[src/rtl/gate_delay_monitor_pkg.sv]
// Shared types for the gate delay monitor.
//   kind_e  : classification of a stimulus change (RISE / FALL / OFF)
//   state_e : measurement FSM states (IDLE / WAIT)
package gate_delay_monitor_pkg;

  typedef enum logic [1:0] {
    KIND_RISE = 2'd0,
    KIND_FALL = 2'd1,
    KIND_OFF  = 2'd2
  } kind_e;

  typedef enum logic {
    ST_IDLE = 1'b0,
    ST_WAIT = 1'b1
  } state_e;

endpackage

[src/rtl/gate_delay_monitor_if.sv]
// Bundle between the test harness and the gate delay monitor.
//   in, ctrl          : stimulus applied to the bufif0-style driver
//   out_en, out_val   : observed driver output (out_en=0 means Z)
//   meas_*            : measurement report (valid pulse, kind, delay, error)
//   meas_cancel       : pending measurement pre-empted by a new event
//   timeout           : no output match within the timeout window
//   err_cnt           : saturating error count
// slave = monitor side, master = harness side.
interface gate_delay_monitor_if #(
  parameter int CNT_W = 8
);
  logic             in;
  logic             ctrl;
  logic             out_en;
  logic             out_val;
  logic             meas_valid;
  logic [1:0]       meas_kind;
  logic [CNT_W-1:0] meas_dly;
  logic             meas_err;
  logic             meas_cancel;
  logic             timeout;
  logic [7:0]       err_cnt;

  modport slave (
    input  in, ctrl, out_en, out_val,
    output meas_valid, meas_kind, meas_dly, meas_err, meas_cancel, timeout, err_cnt
  );

  modport master (
    output in, ctrl, out_en, out_val,
    input  meas_valid, meas_kind, meas_dly, meas_err, meas_cancel, timeout, err_cnt
  );
endinterface

[src/rtl/gate_delay_monitor_edge_classifier.sv]
// Tracks the target output implied by the driver stimulus and flags changes.
//   clk, rst     : clock and synchronous active-high reset
//   in_i, ctrl_i : driver stimulus (ctrl=1 means the driver floats)
//   event_o      : target differs from the previous cycle's target
//   kind_o       : RISE / FALL / OFF classification of the change
//   tgt_en_o     : target is driven
//   tgt_val_o    : target level (don't-care when tgt_en_o=0)
module gate_delay_edge_classifier
  import gate_delay_monitor_pkg::*;
(
  input  logic  clk,
  input  logic  rst,
  input  logic  in_i,
  input  logic  ctrl_i,
  output logic  event_o,
  output kind_e kind_o,
  output logic  tgt_en_o,
  output logic  tgt_val_o
);

  logic prev_en_q;
  logic prev_val_q;
  logic primed_q;
  logic differ;

  assign tgt_en_o  = ~ctrl_i;
  assign tgt_val_o = in_i;

  // The level only matters when both the old and the new target are driven.
  assign differ  = (tgt_en_o != prev_en_q) ||
                   (tgt_en_o && prev_en_q && (tgt_val_o != prev_val_q));
  // The first cycle after reset only captures a reference target.
  assign event_o = primed_q && differ;

  always_comb begin
    kind_o = KIND_OFF;
    if (tgt_en_o) begin
      kind_o = tgt_val_o ? KIND_RISE : KIND_FALL;
    end
  end

  always_ff @(posedge clk) begin
    if (rst) begin
      prev_en_q  <= 1'b0;
      prev_val_q <= 1'b0;
      primed_q   <= 1'b0;
    end else begin
      prev_en_q  <= tgt_en_o;
      prev_val_q <= tgt_val_o;
      primed_q   <= 1'b1;
    end
  end

endmodule

[src/rtl/gate_delay_monitor.sv]
// Receiving-side delay checker for a bufif0-style driver.
// Measures the cycles from each stimulus change to the matching output change
// and compares them against the expected rise / fall / turn-off delays.
//   clk, rst : clock and synchronous active-high reset
//   mon      : stimulus/observation inputs and measurement report outputs
module gate_delay_monitor
  import gate_delay_monitor_pkg::*;
#(
  parameter int CNT_W    = 8,
  parameter int RISE_EXP = 10,
  parameter int FALL_EXP = 12,
  parameter int OFF_EXP  = 11,
  parameter int TIMEOUT  = 255
) (
  input logic                  clk,
  input logic                  rst,
  gate_delay_monitor_if.slave  mon
);

  localparam logic [CNT_W-1:0] TIMEOUT_C = CNT_W'(TIMEOUT);

  logic             ev;
  kind_e            ev_kind;
  logic             ev_tgt_en;
  logic             ev_tgt_val;

  state_e           state_q, state_d;
  logic [CNT_W-1:0] cnt_q, cnt_d, cnt_inc;
  logic             tgt_en_q, tgt_en_d;
  logic             tgt_val_q, tgt_val_d;
  kind_e            kind_q, kind_d;

  logic             match_new, match_held, start;
  logic             rep_d;
  kind_e            rep_kind_d;
  logic [CNT_W-1:0] rep_dly_d, exp_dly;
  logic             rep_err_d, cancel_d, timeout_d;

  logic             valid_q, err_q, cancel_q, timeout_q;
  kind_e            rep_kind_q;
  logic [CNT_W-1:0] rep_dly_q;
  logic [7:0]       err_cnt_q;

  gate_delay_edge_classifier u_cls (
    .clk       (clk),
    .rst       (rst),
    .in_i      (mon.in),
    .ctrl_i    (mon.ctrl),
    .event_o   (ev),
    .kind_o    (ev_kind),
    .tgt_en_o  (ev_tgt_en),
    .tgt_val_o (ev_tgt_val)
  );

  // Observed output level is irrelevant when the target is Z.
  assign match_new  = (mon.out_en == ev_tgt_en) && (!ev_tgt_en || (mon.out_val == ev_tgt_val));
  assign match_held = (mon.out_en == tgt_en_q)  && (!tgt_en_q  || (mon.out_val == tgt_val_q));
  assign cnt_inc    = cnt_q + CNT_W'(1);

  always_comb begin
    state_d    = state_q;
    cnt_d      = cnt_q;
    tgt_en_d   = tgt_en_q;
    tgt_val_d  = tgt_val_q;
    kind_d     = kind_q;
    start      = 1'b0;
    rep_d      = 1'b0;
    rep_kind_d = kind_q;
    rep_dly_d  = cnt_q;
    cancel_d   = 1'b0;
    timeout_d  = 1'b0;

    case (state_q)
      ST_IDLE: begin
        start = ev;
      end
      ST_WAIT: begin
        cnt_d = cnt_inc;
        if (match_held) begin
          // A match on the same edge as a new event is still reported.
          rep_d      = 1'b1;
          rep_kind_d = kind_q;
          rep_dly_d  = cnt_inc;
          state_d    = ST_IDLE;
          start      = ev;
        end else if (ev) begin
          cancel_d = 1'b1;
          start    = 1'b1;
        end else if (cnt_inc == TIMEOUT_C) begin
          timeout_d = 1'b1;
          state_d   = ST_IDLE;
        end
      end
      default: state_d = ST_IDLE;
    endcase

    if (start) begin
      tgt_en_d  = ev_tgt_en;
      tgt_val_d = ev_tgt_val;
      kind_d    = ev_kind;
      cnt_d     = '0;
      if (match_new && !rep_d) begin
        rep_d      = 1'b1;
        rep_kind_d = ev_kind;
        rep_dly_d  = '0;
        state_d    = ST_IDLE;
      end else begin
        state_d = ST_WAIT;
      end
    end
  end

  always_comb begin
    case (rep_kind_d)
      KIND_RISE: exp_dly = CNT_W'(RISE_EXP);
      KIND_FALL: exp_dly = CNT_W'(FALL_EXP);
      default:   exp_dly = CNT_W'(OFF_EXP);
    endcase
    rep_err_d = (rep_dly_d != exp_dly);
  end

  always_ff @(posedge clk) begin
    if (rst) begin
      state_q    <= ST_IDLE;
      cnt_q      <= '0;
      tgt_en_q   <= 1'b0;
      tgt_val_q  <= 1'b0;
      kind_q     <= KIND_RISE;
      valid_q    <= 1'b0;
      rep_kind_q <= KIND_RISE;
      rep_dly_q  <= '0;
      err_q      <= 1'b0;
      cancel_q   <= 1'b0;
      timeout_q  <= 1'b0;
      err_cnt_q  <= '0;
    end else begin
      state_q   <= state_d;
      cnt_q     <= cnt_d;
      tgt_en_q  <= tgt_en_d;
      tgt_val_q <= tgt_val_d;
      kind_q    <= kind_d;
      valid_q   <= rep_d;
      cancel_q  <= cancel_d;
      timeout_q <= timeout_d;
      if (rep_d) begin
        rep_kind_q <= rep_kind_d;
        rep_dly_q  <= rep_dly_d;
        err_q      <= rep_err_d;
      end
      if (((rep_d && rep_err_d) || timeout_d) && (err_cnt_q != 8'hFF)) begin
        err_cnt_q <= err_cnt_q + 8'd1;
      end
    end
  end

  assign mon.meas_valid  = valid_q;
  assign mon.meas_kind   = rep_kind_q;
  assign mon.meas_dly    = rep_dly_q;
  assign mon.meas_err    = err_q;
  assign mon.meas_cancel = cancel_q;
  assign mon.timeout     = timeout_q;
  assign mon.err_cnt     = err_cnt_q;

endmodule
[src/flat_wrapper.sv]
// flat-port wrapper written by rule: the top's interface ports become plain ports
module gate_delay_monitor_flat import gate_delay_monitor_pkg::*;
#(
  parameter int CNT_W    = 8,
  parameter int RISE_EXP = 10,
  parameter int FALL_EXP = 12,
  parameter int OFF_EXP  = 11,
  parameter int TIMEOUT  = 255
)
  (clk, rst, mon_in, mon_ctrl, mon_out_en, mon_out_val, mon_meas_valid, mon_meas_kind, mon_meas_dly, mon_meas_err, mon_meas_cancel, mon_timeout, mon_err_cnt);
  gate_delay_monitor_if #(.CNT_W(CNT_W)) mon_i ();
  input logic clk;
  input logic rst;
  input wire logic [$bits(mon_i.in)-1:0] mon_in;
  input wire logic [$bits(mon_i.ctrl)-1:0] mon_ctrl;
  input wire logic [$bits(mon_i.out_en)-1:0] mon_out_en;
  input wire logic [$bits(mon_i.out_val)-1:0] mon_out_val;
  output wire logic [$bits(mon_i.meas_valid)-1:0] mon_meas_valid;
  output wire logic [$bits(mon_i.meas_kind)-1:0] mon_meas_kind;
  output wire logic [$bits(mon_i.meas_dly)-1:0] mon_meas_dly;
  output wire logic [$bits(mon_i.meas_err)-1:0] mon_meas_err;
  output wire logic [$bits(mon_i.meas_cancel)-1:0] mon_meas_cancel;
  output wire logic [$bits(mon_i.timeout)-1:0] mon_timeout;
  output wire logic [$bits(mon_i.err_cnt)-1:0] mon_err_cnt;
  assign mon_i.in = mon_in;
  assign mon_i.ctrl = mon_ctrl;
  assign mon_i.out_en = mon_out_en;
  assign mon_i.out_val = mon_out_val;
  assign mon_meas_valid = mon_i.meas_valid;
  assign mon_meas_kind = mon_i.meas_kind;
  assign mon_meas_dly = mon_i.meas_dly;
  assign mon_meas_err = mon_i.meas_err;
  assign mon_meas_cancel = mon_i.meas_cancel;
  assign mon_timeout = mon_i.timeout;
  assign mon_err_cnt = mon_i.err_cnt;
  gate_delay_monitor #(.CNT_W(CNT_W), .RISE_EXP(RISE_EXP), .FALL_EXP(FALL_EXP), .OFF_EXP(OFF_EXP), .TIMEOUT(TIMEOUT)) u_core (.clk(clk), .rst(rst), .mon(mon_i));
endmodule
[config.mk]
export PLATFORM = sky130hd
export DESIGN_NAME = gate_delay_monitor_flat
export DESIGN_NICKNAME = d
export VERILOG_FILES = /design/src/rtl/gate_delay_monitor_pkg.sv /design/src/rtl/gate_delay_monitor_if.sv /design/src/rtl/gate_delay_monitor_edge_classifier.sv /design/src/rtl/gate_delay_monitor.sv /design/src/flat_wrapper.sv
export SDC_FILE = /design/constraint.sdc
export NUM_CORES = 1
export LEC_CHECK = 0
export CORE_ASPECT_RATIO = 1.25
export CORE_MARGIN = 1
export CORE_UTILIZATION = 50
export DETAILED_ROUTE_END_ITERATION = 16
export PLACE_DENSITY_LB_ADDON = 0.1
export RECOVER_POWER = 50
export SLEW_MARGIN = 20
export SYNTH_ARGS = -nofsm -noshare
export SYNTH_HDL_FRONTEND = slang
export SYNTH_SLANG_ARGS = --single-unit
[constraint.sdc]
create_clock -name clk -period 2.92 [get_ports clk]
set_input_delay 0.584 -clock clk [delete_from_list [all_inputs] [get_ports clk]]
set_output_delay 0.584 -clock clk [all_outputs]
set_load 0.03 [all_outputs]
==> flow_metrics.tcl, run 1 <==
# place-and-route summary
set metrics [dict create \
    status "completed" \
    path_depth 8 \
    crit_path_cell_trace "clkdlybuf4s50_1 > xor2_1 > o22ai_1 > nor2b_1 > a41o_4 > a21oi_2 > mux2i_1 > nor2_1" \
    drive_above_1_share_pct 10.8 \
    synth_cell_types 45 \
    clk_pin_slew_ns 0.07 \
    hold_viol_final 0 \
    cpMaxStageDelayCell "clkdlybuf4s50_1" \
    clock_latency_ns 0.29 \
    drc 0 \
    antennaDiodeCount 0 \
    worstPathRequired_ns 3.06 \
    power.leakage_nw 0.912 \
    crit_start "mon_out_val" \
    overflow 0 \
    power_frac_clock_pct 35.4 \
    powerDensity_mw_per_mm2 462 \
    cts_root_buf "clkbuf_8" \
    p_int_mw 0.779 \
    cts_resized 0 \
    cts_hold_buf 0 \
    setup_ws_ns 0.468 \
    chip_area_mm2 0.00405 \
    numPortBuffers 27 \
    final_area_mm2 0.00230 \
    grt_pass1_wl_um 7350 \
    coreArea_mm2 0.00354 \
    xor_area_share_pct 9.23 \
    setup_tns_ns 0 \
    setup_violations 0 \
    gp_congestion 0.850 \
    reg2reg_depth 8 \
    edf_count 0 \
    aoi_share_pct 15.6 \
    hold_start "u_core.mon.meas_err" \
    hold-path-endpoint "u_core.mon.meas_err" \
    ant_nets 0 \
    ys_chip_area_mm2 0.00190 \
    synth_flops 38 \
    grt_antenna_before_repair 0 \
    topCombFamilyByArea "simple AND/OR/NAND/NOR gates" \
    hold_depth 2 \
    htreeDepth 2 \
    fin_worst_skew_ns 0.00547 \
    ys_sh_adder_pct 2.64 \
    nets 260 \
    cts_inserted_buffers 5 \
    yosysCellCount 218 \
    viasPerCell 5.66 \
    swShare_pct 26.5 \
    crit_type "input port to flip-flop" \
    cap_violations 0 \
    critical_path.top_delay_family "AND-OR/OR-AND gates" \
    syn_inst 218 \
    r2r-start "u_core.cnt_q[1]" \
    crit_path_start_kind "input port" \
    tritoncts "built" \
    path_max_fanout 5 \
    hp-class "flip-flop to flip-flop" \
    layout_top_cell "nor2_1" \
    mostFrequentLayoutCells "40 x nor2_1, 38 x dfxtp_1, 22 x nand2_1" \
    fin_crit_ns 2.45 \
    wirelength_um 4230 \
    pwr-share-comb_pct 13.0 \
    drt_first_pass_iters 4 \
    ys_seq_share_pct 40.1 \
    place_ws_ns 0.197 \
    vias 1640 \
    max-vdd-ir-drop_uv 326 \
    cp.arrival_ns 2.59 \
    place_area_mm2 0.00222 \
    synth-warning-count 0 \
    sequentialPowerShare_pct 51.6 \
    ys_sh_simple_pct 26.6 \
    syn_area_mm2 0.00190 \
    synthArstFlopShare_pct 0 \
    grt_max_degree 29 \
    fp_util_pct 53.5 \
]
## run 1: worst reg2reg max path, cell delays in order, from the launching register on
cell	delay, ns
dfxtp_1	0.47
ha_1	0.34
nand3_2	0.16
xnor2_1	0.23
nand4_1	0.17
nand4b_2	0.34
a21oi_2	0.31
mux2i_1	0.22
nor2_1	0.05
## run 1: sequential cells by signal, indices dropped and copies added, names as in the netlist, 2 cells and up
name and cells:
u_core.mon.err_cnt 8, u_core.mon.meas_dly 8, u_core.mon.meas_kind 2, u_core.kind_q 2
u_core.cnt_q 8
## run 1: through the flow
stage          hold WS, ns  instances  power [mW]  util, %
2_1_floorplan        0.448        218       0.654        -
3_3_place_gp         0.447        282       0.699     62.5
3_5_place_dp         0.455        282       0.702     62.5
4_1_cts              0.465        290        1.08     65.1
5_1_grt              0.483        290        1.10     64.8
6_report             0.461        290        1.06     64.8
## run 1: power groups by stage
stage	combinational, mW	clock, mW	sequential [mW]
floorplan	0.0864	0	0.567
global placement	0.140	0	0.559
detailed placement	0.143	0	0.559
CTS	0.144	0.386	0.547
global route	0.152	0.399	0.549
finish	0.138	0.375	0.547
## run 1: worst max-delay path by stage
stage / slack (ns) / endpoint
after floorplan: 0.70 / u_core.mon.err_cnt[6]
after global placement: 0.27 / u_core.mon.err_cnt[5]
after detailed placement: 0.20 / u_core.mon.err_cnt[5]
after CTS: 0.46 / u_core.mon.err_cnt[6]
after global routing: 0.26 / u_core.mon.err_cnt[1]
final: 0.47 / u_core.mon.err_cnt[1]
## run 1: metal layers
layer	vias to the layer above	global-route usage, %	wire (um)
li1	810	-	-
met1	783	25.4	1820
met2	37	42.2	2180
met3	10	5.12	130
met4	0	10.6	100
met5	-	0	0
## run 1: area by class of cell
class / count / area [um^2]
sequential: 38 / 761
inverter: 3 / 11.3
clock buffer: 7 / 86.3
fill: 316 / 1250
clock inverter: 1 / 5.00
multi-input combinational: 166 / 1060
tap: 39 / 48.8
timing repair buffer: 36 / 327
## run 1: synthesized netlist by cell type, types with 2 or more instances
| cell type | n | share of area (%) |
|---|---|---|
| a21oi_1 | 19 | 5.0 |
| a22oi_1 | 3 | 1.2 |
| buf_2 | 3 | 0.79 |
| buf_4 | 2 | 0.79 |
| buf_6 | 2 | 1.2 |
| clkbuf_1 | 4 | 0.79 |
| dfxtp_1 | 38 | 40 |
| ha_1 | 4 | 2.6 |
| inv_1 | 3 | 0.59 |
| mux2i_1 | 3 | 1.6 |
| nand2_1 | 22 | 4.4 |
| nand2b_1 | 2 | 0.66 |
| nand3_1 | 7 | 1.8 |
| nand4_1 | 4 | 1.3 |
| nor2_1 | 40 | 7.9 |
| nor2b_1 | 4 | 1.3 |
| nor3_1 | 4 | 1.1 |
| nor3_2 | 2 | 1.1 |
| o21a_1 | 2 | 0.79 |
| o21ai_0 | 5 | 1.3 |
| o22ai_1 | 2 | 0.66 |
| or3_1 | 2 | 0.66 |
| xnor2_1 | 12 | 5.5 |
| xor2_1 | 8 | 3.7 |
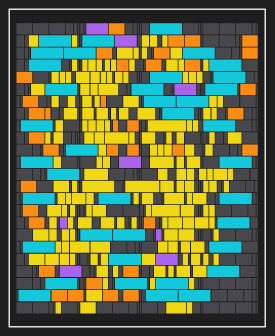
**Above:** run 1 (cells coloured by class).
Fill, decap, tap and diode cells in grey.
[orange] other buffers and delay cells | cells: 36 | share of their area: 15%
[yellow] all other logic | cells: 169 | share of their area: 48%
[purple] clock drivers and dummy loads | cells: 8 | share of their area: 4.1%
[cyan] flip-flops | cells: 38 | share of their area: 34%

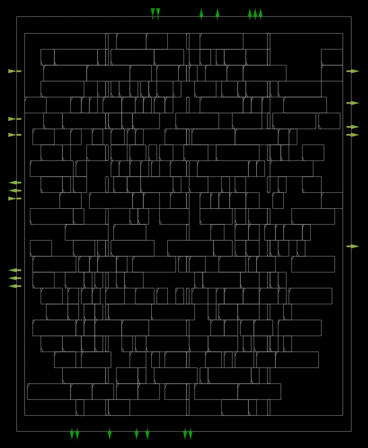
**Above:** run 1 (cell placement).
Fillers: 316
num rows: 24
registers: 38
non-filler cells, final: 290

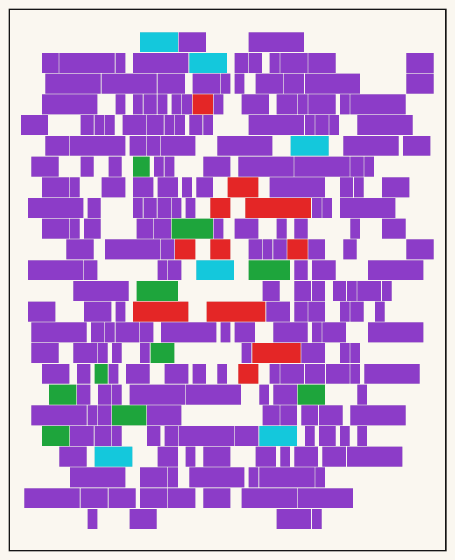
**Above:** run 1 (cells by drive strength).
[green] drive 2 | cells: 10
[purple] drive 1 or less | cells: 224
[cyan] drive 6 and up | cells: 6
[red] drive 3 to 4 | cells: 11

**Run 1: wires at chosen ports, followed through buffers**

Scale bar: 20 um.
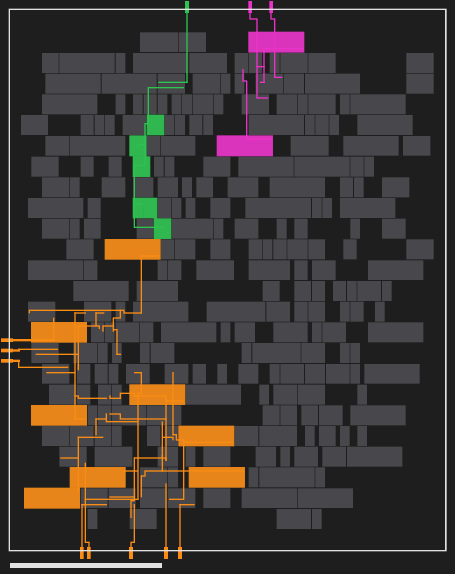

--- run 2 (diff from run 1) ---
clock period = 2.54 ns   (was 2.92 ns; I/O delays follow)
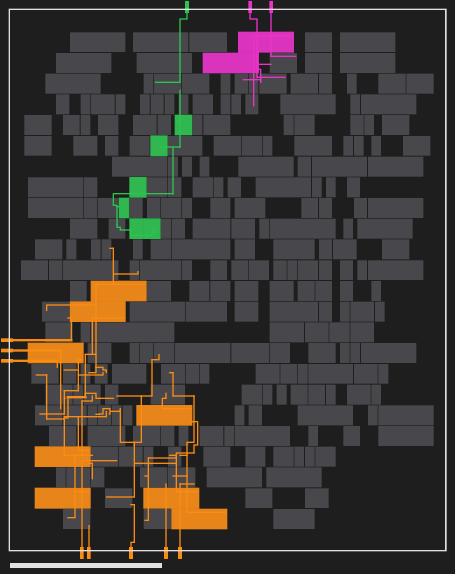
**Above:** run 2 (wires at chosen ports, followed through buffers).
Scale bar: 20 um.
[green] mon_out_en | bits: 1 | direction: input | end cells: 6 | buffers: 1 | wire: 51.0 um
[magenta] mon_meas_kind | bits: 2 | direction: output | end cells: 2 | buffers: 2 | wire: 43.1 um
[orange] mon_err_cnt | bits: 8 | direction: output | end cells: 8 | buffers: 8 | wire: 322 um

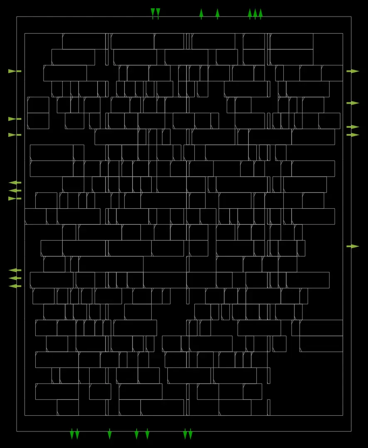
**Above:** run 2 (cell placement).
core area: 0.00354 mm^2
non-filler cells, final: 298
Fillers: 304

==> run 2 against run 1 <==
  * Clock power grew 34%
  * Sequential share of layout area shrank 1.3 points
  * Synthesized cell count is the same
  * Die size is the same
  * Hold slack lost 0.0060 ns
  * Combinational power grew 26%
  * Sequential power grew 15%
  * Non-clock buffer count grew 8
  * Clock skew is essentially flat
  * Largest power group unchanged
==> flow_metrics.tcl, run 2 <==
# place-and-route summary
set metrics [dict create \
    syn_area_per_cell_um2 8.70 \
    area_leaders "dfxtp_1 40%, nor2_1 7.9%, xnor2_1 5.5%" \
    crit_path_cell_trace "clkdlybuf4s50_1 > inv_1 > ha_1 > nand2_1 > o21a_1 > a2bb2oi_2 > a41o_4 > a211oi_4 > a21oi_1 > a31o_1" \
    place_area_mm2 0.00228 \
    fp_nets 228 \
    rows 24 \
    wirelength_um 4380 \
    drc 0 \
    syn_area_mm2 0.00190 \
    nets 268 \
    worstPathRequired_ns 2.73 \
    fin_worst_skew_ns 0.00569 \
    viasPerCell 5.57 \
    syn_inst 218 \
    synth_cell_types 45 \
    crit_type "input port to flip-flop" \
    vias 1661 \
    top_cells_by_count "40 x nor2_1, 38 x dfxtp_1, 22 x nand2_1" \
    grt_pass1_wl_um 7540 \
    hold_viol_final 0 \
    max-vdd-ir-drop_uv 413 \
    cpMaxStageDelayCell "clkdlybuf4s50_1" \
    fp_util_pct 53.5 \
    cp.arrival_ns 2.57 \
    antennaDiodeCount 0 \
    htreeDepth 2 \
    status "completed" \
    yosysMostFrequentCell "nor2_1" \
    grt_antenna_before_repair 0 \
    cts_max_path_buffers 2 \
    layout_top_cell "nor2_1" \
    fin_crit_ns 2.38 \
    clk_pin_slew_ns 0.07 \
    cts_resized 0 \
    grt_max_degree 29 \
    ys_seq_share_pct 40.1 \
    path_max_fanout 5 \
    drt_first_pass_iters 6 \
    tritoncts "built" \
    yosys.area.top_type_share_pct 40.1 \
    edf_count 0 \
    cts_root_buf "clkbuf_8" \
    overflow 0 \
    cts_inserted_buffers 5 \
    synth_flops 38 \
    top_area_cell "dfxtp_1" \
    final_area_mm2 0.00239 \
    hp-class "flip-flop to flip-flop" \
    powerDensity_mw_per_mm2 546 \
    clock_latency_ns 0.29 \
    numPortBuffers 27 \
    yosysCellCount 218 \
    drive_above_1_share_pct 15.1 \
    chip_area_mm2 0.00405 \
    gp_congestion 0.849 \
    cap_violations 0 \
    maxSlewHeadroom_pct 20.2 \
    cts_hold_buf 0 \
    crit_path_start_kind "input port" \
    ys_chip_area_mm2 0.00190 \
    mostFrequentLayoutCells "40 x nor2_1, 38 x dfxtp_1, 22 x nand2_1, 22 x dlygate4sd3_1, 19 x a21oi_1" \
    ant_nets 0 \
    synth-warning-count 0 \
    synthArstFlopShare_pct 0 \
    dp_cells 290 \
    tool_warnings 27 \
    setup_violations 0 \
]
-- run 2: cell counts after synthesis --
No cell type changed its count.
-- run 2: kinds of logic (layout without fill, tap and decap cells) --
| group | Yosys count | after routing | synth area share, % |
|---|---|---|---|
| AND/OR/NAND/NOR | 98 | 98 | 26.6 |
| AND-OR/OR-AND | 41 | 41 | 15.6 |
| flip-flops | 38 | 38 | 40.1 |
| XOR/XNOR | 20 | 20 | 9.23 |
| buffers and inverters | 14 | 55 | 4.15 |
| adder cells (fa/ha/maj) | 4 | 4 | 2.64 |
| multiplexers | 3 | 3 | 1.58 |
-- run 2: final cells by class --
class	instances	area, um^2
sequential	38	761
tap	39	48.8
multi-input combinational	166	1070
inverter	3	11.3
clock buffer	5	68.8
timing repair buffer	44	390
clock inverter	3	40.0
fill	304	1160
-- run 2: worst paths after layout --
check                           start               endpoint  slack (ns)  cells after the start
hold / removal    u_core.mon.meas_err    u_core.mon.meas_err        0.46                      2
setup / recovery             mon_ctrl  u_core.mon.err_cnt[5]        0.16                     10
hold reg to reg   u_core.mon.meas_err    u_core.mon.meas_err        0.46                      2
setup reg to reg      u_core.cnt_q[0]  u_core.mon.err_cnt[7]        0.19                      8
-- run 2: critical path: cells and delay by family --
family	cells	cell delay, ns
compound gates	6	1.20
fa+ha+maj	1	0.27
simple gates	1	0.06
buf+inv	2	0.53
-- run 2: per-stage QoR --
step | power (mW) | util, % | hold slack, ns | worst slack, ns | TNS (ns)
after floorplan | 0.752 | - | 0.448 | 0.324 | 0
after detailed placement | 0.819 | 64.2 | 0.455 | -0.0971 | -0.303
after global placement | 0.813 | 64.2 | 0.449 | -0.0351 | -0.0463
final | 1.30 | 67.4 | 0.455 | 0.157 | 0
after global routing | 1.35 | 67.4 | 0.475 | 0.0219 | 0
after CTS | 1.32 | 67.3 | 0.464 | 0.117 | 0
-- run 2: per-layer routing --
metal,up-vias,share of wire [%],track usage [%]
met5,-,0,0
li1,827,-,-
met2,35,54,42.2
met4,0,1.3,9.76
met1,791,41,27.2
met3,8,3.7,5.48
-- run 2: power breakdown --
part / leakage, nW / total [mW] / internal, mW / switching, mW
Clock: 0.0579 / 0.503 / 0.289 / 0.214
Sequential: 0.308 / 0.627 / 0.613 / 0.0143
Combinational: 0.608 / 0.174 / 0.0732 / 0.101
Total: 0.975 / 1.30 / 0.975 / 0.329
Power figures rest on the tool's default switching activity, not on a simulated workload.
